### config.mk
export PLATFORM = sky130hd
export DESIGN_NAME = mem_stage
export DESIGN_NICKNAME = d
export VERILOG_FILES = /design/src/rtl/mem_stage.sv
export SDC_FILE = /design/constraint.sdc
export NUM_CORES = 1
export LEC_CHECK = 0
export ABC_AREA = 1
export CAP_MARGIN = 20
export CORE_AREA = 2 2 123 125
export CTS_CLUSTER_DIAMETER = 100
export DETAILED_ROUTE_END_ITERATION = 12
export DIE_AREA = 0 0 125 127
export PLACE_DENSITY = 0.8
export SLEW_MARGIN = 10
export SYNTH_ARGS = -nofsm -noshare
export SYNTH_HDL_FRONTEND = slang
export SYNTH_SLANG_ARGS = --single-unit
### constraint.sdc
create_clock -name clk -period 2.19 [get_ports clk]
set_input_delay 0.657 -clock clk [delete_from_list [all_inputs] [get_ports clk]]
set_output_delay 0.657 -clock clk [all_outputs]
set_load 0.02 [all_outputs]
### src/rtl/mem_stage.sv
// RV32I load/store stage: byte/half/word data-memory accesses over a valid/ready port, load extension, single-beat writeback.
// Optional feature: define MISALIGN_TRAP_EN to report misaligned H/W accesses instead of force-aligning them.
module mem_stage #(
    parameter int XLEN   = 32,
    parameter int ADDR_W = 32
) (
    input  logic              clk,
    input  logic              rst_n,
    input  logic              ex_valid,
    output logic              ex_ready,
    input  logic [XLEN-1:0]   ex_alu_result,
    input  logic [XLEN-1:0]   ex_store_data,
    input  logic [2:0]        ex_funct3,
    input  logic              ex_mem_read,
    input  logic              ex_mem_write,
    input  logic [4:0]        ex_rd,
    input  logic              ex_reg_write,
    output logic              dmem_req_valid,
    input  logic              dmem_req_ready,
    output logic [ADDR_W-1:0] dmem_addr,
    output logic              dmem_we,
    output logic [3:0]        dmem_be,
    output logic [XLEN-1:0]   dmem_wdata,
    input  logic              dmem_rsp_valid,
    input  logic [XLEN-1:0]   dmem_rdata,
    output logic              wb_valid,
    input  logic              wb_ready,
    output logic [4:0]        wb_rd,
    output logic              wb_reg_write,
    output logic [XLEN-1:0]   wb_data,
    output logic              exc_misaligned,
    output logic [XLEN-1:0]   exc_addr
);

    localparam logic [1:0] IDLE = 2'd0;
    localparam logic [1:0] REQ  = 2'd1;
    localparam logic [1:0] WAIT = 2'd2;
    localparam logic [1:0] OUT  = 2'd3;

    logic [1:0]      state_r;
    logic            is_load_r;
    logic [1:0]      lane_r;
    logic [2:0]      funct3_r;
    logic            reg_write_r;

    logic            dmem_req_valid_r;
    logic [ADDR_W-1:0] dmem_addr_r;
    logic            dmem_we_r;
    logic [3:0]      dmem_be_r;
    logic [XLEN-1:0] dmem_wdata_r;
    logic            wb_valid_r;
    logic [4:0]      wb_rd_r;
    logic            wb_reg_write_r;
    logic [XLEN-1:0] wb_data_r;
    logic            exc_misaligned_r;
    logic [XLEN-1:0] exc_addr_r;

    logic            ex_ready_s;
    logic            accept_s;
    logic            is_mem_s;
    logic            misaligned_s;
    logic [1:0]      lane_s;

    // Byte lane after natural alignment; size field 1x is a word access.
    function automatic logic [1:0] lane_of(input logic [1:0] a, input logic [2:0] f3);
        case (f3[1:0])
            2'b00:   lane_of = a;
            2'b01:   lane_of = {a[1], 1'b0};
            default: lane_of = 2'b00;
        endcase
    endfunction

    function automatic logic [3:0] store_be(input logic [1:0] lane, input logic [2:0] f3);
        case (f3[1:0])
            2'b00:   store_be = 4'b0001 << lane;
            2'b01:   store_be = 4'b0011 << lane;
            default: store_be = 4'b1111;
        endcase
    endfunction

    function automatic logic [31:0] store_data(input logic [31:0] d, input logic [2:0] f3);
        case (f3[1:0])
            2'b00:   store_data = {4{d[7:0]}};
            2'b01:   store_data = {2{d[15:0]}};
            default: store_data = d;
        endcase
    endfunction

    function automatic logic [31:0] load_extend(input logic [31:0] rd, input logic [1:0] lane,
                                                input logic [2:0] f3);
        logic [7:0]  b;
        logic [15:0] h;
        case (lane)
            2'b00:   b = rd[7:0];
            2'b01:   b = rd[15:8];
            2'b10:   b = rd[23:16];
            default: b = rd[31:24];
        endcase
        h = lane[1] ? rd[31:16] : rd[15:0];
        case (f3[1:0])
            2'b00:   load_extend = f3[2] ? {24'h000000, b} : {{24{b[7]}}, b};
            2'b01:   load_extend = f3[2] ? {16'h0000, h} : {{16{h[15]}}, h};
            default: load_extend = rd;
        endcase
    endfunction

    // Misalignment detection for the incoming bundle.
    always_comb begin
`ifdef MISALIGN_TRAP_EN
        case (ex_funct3[1:0])
            2'b00:   misaligned_s = 1'b0;
            2'b01:   misaligned_s = ex_alu_result[0];
            default: misaligned_s = (ex_alu_result[1:0] != 2'b00);
        endcase
`else
        misaligned_s = 1'b0;
`endif
    end

    // Accept in IDLE, or in OUT when the current beat drains this cycle.
    always_comb begin
        if (state_r == IDLE) begin
            ex_ready_s = 1'b1;
        end else if (state_r == OUT) begin
            ex_ready_s = wb_ready;
        end else begin
            ex_ready_s = 1'b0;
        end
        accept_s = ex_valid && ex_ready_s;
        is_mem_s = ex_mem_read || ex_mem_write;
        lane_s   = lane_of(ex_alu_result[1:0], ex_funct3);
    end

    // Stage FSM and all registered outputs.
    always_ff @(posedge clk or negedge rst_n) begin
        if (!rst_n) begin
            state_r          <= IDLE;
            is_load_r        <= 1'b0;
            lane_r           <= 2'b00;
            funct3_r         <= 3'b000;
            reg_write_r      <= 1'b0;
            dmem_req_valid_r <= 1'b0;
            dmem_addr_r      <= '0;
            dmem_we_r        <= 1'b0;
            dmem_be_r        <= 4'b0000;
            dmem_wdata_r     <= '0;
            wb_valid_r       <= 1'b0;
            wb_rd_r          <= 5'd0;
            wb_reg_write_r   <= 1'b0;
            wb_data_r        <= '0;
            exc_misaligned_r <= 1'b0;
            exc_addr_r       <= '0;
        end else begin
            case (state_r)
                IDLE, OUT: begin
                    if (accept_s) begin
                        wb_rd_r          <= ex_rd;
                        exc_misaligned_r <= 1'b0;
                        exc_addr_r       <= '0;
                        if (!is_mem_s) begin
                            state_r        <= OUT;
                            wb_valid_r     <= 1'b1;
                            wb_data_r      <= ex_alu_result;
                            wb_reg_write_r <= ex_reg_write;
                        end else if (misaligned_s) begin
                            state_r          <= OUT;
                            wb_valid_r       <= 1'b1;
                            wb_data_r        <= '0;
                            wb_reg_write_r   <= 1'b0;
                            exc_misaligned_r <= 1'b1;
                            exc_addr_r       <= ex_alu_result;
                        end else begin
                            // A bundle flagged both read and write is handled as a load.
                            state_r          <= REQ;
                            wb_valid_r       <= 1'b0;
                            wb_reg_write_r   <= 1'b0;
                            is_load_r        <= ex_mem_read;
                            lane_r           <= lane_s;
                            funct3_r         <= ex_funct3;
                            reg_write_r      <= ex_reg_write;
                            dmem_req_valid_r <= 1'b1;
                            dmem_addr_r      <= {ex_alu_result[ADDR_W-1:2], 2'b00};
                            dmem_we_r        <= !ex_mem_read;
                            dmem_be_r        <= store_be(lane_s, ex_funct3);
                            dmem_wdata_r     <= store_data(ex_store_data, ex_funct3);
                        end
                    end else if ((state_r == OUT) && wb_ready) begin
                        state_r          <= IDLE;
                        wb_valid_r       <= 1'b0;
                        exc_misaligned_r <= 1'b0;
                    end else begin
                        state_r <= state_r;
                    end
                end
                REQ: begin
                    if (dmem_req_ready) begin
                        dmem_req_valid_r <= 1'b0;
                        if (is_load_r) begin
                            state_r <= WAIT;
                        end else begin
                            state_r        <= OUT;
                            wb_valid_r     <= 1'b1;
                            wb_reg_write_r <= 1'b0;
                        end
                    end else begin
                        state_r <= REQ;
                    end
                end
                WAIT: begin
                    if (dmem_rsp_valid) begin
                        state_r        <= OUT;
                        wb_valid_r     <= 1'b1;
                        wb_data_r      <= load_extend(dmem_rdata, lane_r, funct3_r);
                        wb_reg_write_r <= reg_write_r;
                    end else begin
                        state_r <= WAIT;
                    end
                end
                default: begin
                    state_r <= IDLE;
                end
            endcase
        end
    end

    assign ex_ready       = ex_ready_s;
    assign dmem_req_valid = dmem_req_valid_r;
    assign dmem_addr      = dmem_addr_r;
    assign dmem_we        = dmem_we_r;
    assign dmem_be        = dmem_be_r;
    assign dmem_wdata     = dmem_wdata_r;
    assign wb_valid       = wb_valid_r;
    assign wb_rd          = wb_rd_r;
    assign wb_reg_write   = wb_reg_write_r;
    assign wb_data        = wb_data_r;
    assign exc_misaligned = exc_misaligned_r;
    assign exc_addr       = exc_addr_r;

endmodule

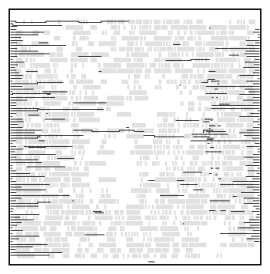
(met3 routing)
(2 px per um) Cells faint in the background.
longest straight run: 36.1 um
wire length on this layer: 1,770 um
share of all routed wire: 9.0%
nets with wire on the layer: 201

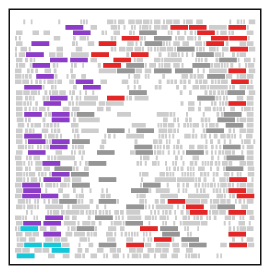
(where the registers sit)
(2 px per um) Other sequential cells in the stronger gray, the rest of the logic in the fainter gray.
[dmem_addr] red | placed flops: 30
[dmem_wdata] purple | placed flops: 32 | where: a column on the left
[wb_rd] cyan | placed flops: 5 | where: bottom left

==> flow_summary.ini <==
; implementation run metrics
[power]
pwr-share-comb = 0.542
p_sw_frac = 0.419
power.internal_mw = 8.36
p_per_area_nw_per_um2 = 1560
pwr-share-seq = 0.263
p_leak_nw = 4.42
p_switching_mw = 6.02

[yosys]
aoi_share = 0.129
ys_sh_simple = 0.267
ys_types = 39
adder_share = 0.00802
ys_seq_share = 0.465
synthArstFlopShare = 1.00
synthXorXnorAreaFrac = 0
flop_cell = dfrtp_1

[sta]
fmax_ghz = 0.476
finalClockPeriodUsage = 0.959
setup_violations = 0
clock_skew_ps = 7.69
rsz0062_at_grt = false
setup_slack_ps = 89.8

[floorplanning]
chipArea_um2 = 15900
initial_utilization = 0.433
taps = 184

[final_layout]
diodes = 0
syn2layout_area_growth_pct = 47.7
largest_cell_class = flip-flops and latches
comb_share = 0.295
finalNonFillerCells = 1226
finish.utilization = 0.639
buf_share = 0.275
num-multi-input-gates = 580
seq_share = 0.315
layout.nets = 1146
final_common_cell = nand2_1

[status]
outcome = finished, final reports clean

[setup_path]
crit_chain = clkdlybuf4s50_1
r2r_start = state_r[0]
crit_path_start_kind = register
cp_top_family = buffers and inverters
worstPathArrival_ps = 1440
crit_end = dmem_be[3]
r2r_slack_ps = 380
cp_num_cells = 1
cpPeakStageDelay_ps = 640
critical_path.slowest_cell = clkdlybuf4s50_1
rr_worst_depth = 12

[grt]
grt_max_degree = 51
grt_pass1_vias = 5899
grt_use_total = 0.249
overflow = 0

[flow_run]
warning_count = 29
maxCapViolations = 0

[drt]
routed.top_layer = met4
viasPerCell = 4.97
avgRoutedWirePerCell_um = 16.0
final_antenna_net_count = 0

[clock_network]
cts_tree = built
postCtsResizedCells = 3
holdBufCountCts = 0
clockRootBuffer = clkbuf_16
cts_sinks = 116

[placed_design]
io_buffers = 220
place_worst_setup_slack_ps = -318
hpwl_um = 14600
[synth_stat cells (all sizes together) (2+ instances only)]
| master | n | area share |
|---|---|---|
| nand2 | 282 | 0.17 |
| dfrtp | 116 | 0.47 |
| o21ai | 77 | 0.064 |
| buf | 64 | 0.075 |
| inv | 63 | 0.038 |
| a21oi | 61 | 0.052 |
| nand3 | 56 | 0.055 |
| nor2 | 43 | 0.032 |
| clkbuf | 11 | 0.0066 |
| mux2 | 5 | 0.0090 |
| ha | 4 | 0.0080 |
| o21a | 3 | 0.0036 |
| o22ai | 3 | 0.0030 |
| a21boi | 2 | 0.0030 |
| or2 | 2 | 0.0020 |
[routing by layer]
metal | vias to the layer above | global-route usage
li1 | 2947 | -
met1 | 2822 | 0.307
met2 | 280 | 0.405
met3 | 42 | 0.0762
met4 | 0 | 0.108
met5 | - | 0
Power and IR drop assume default switching activity.
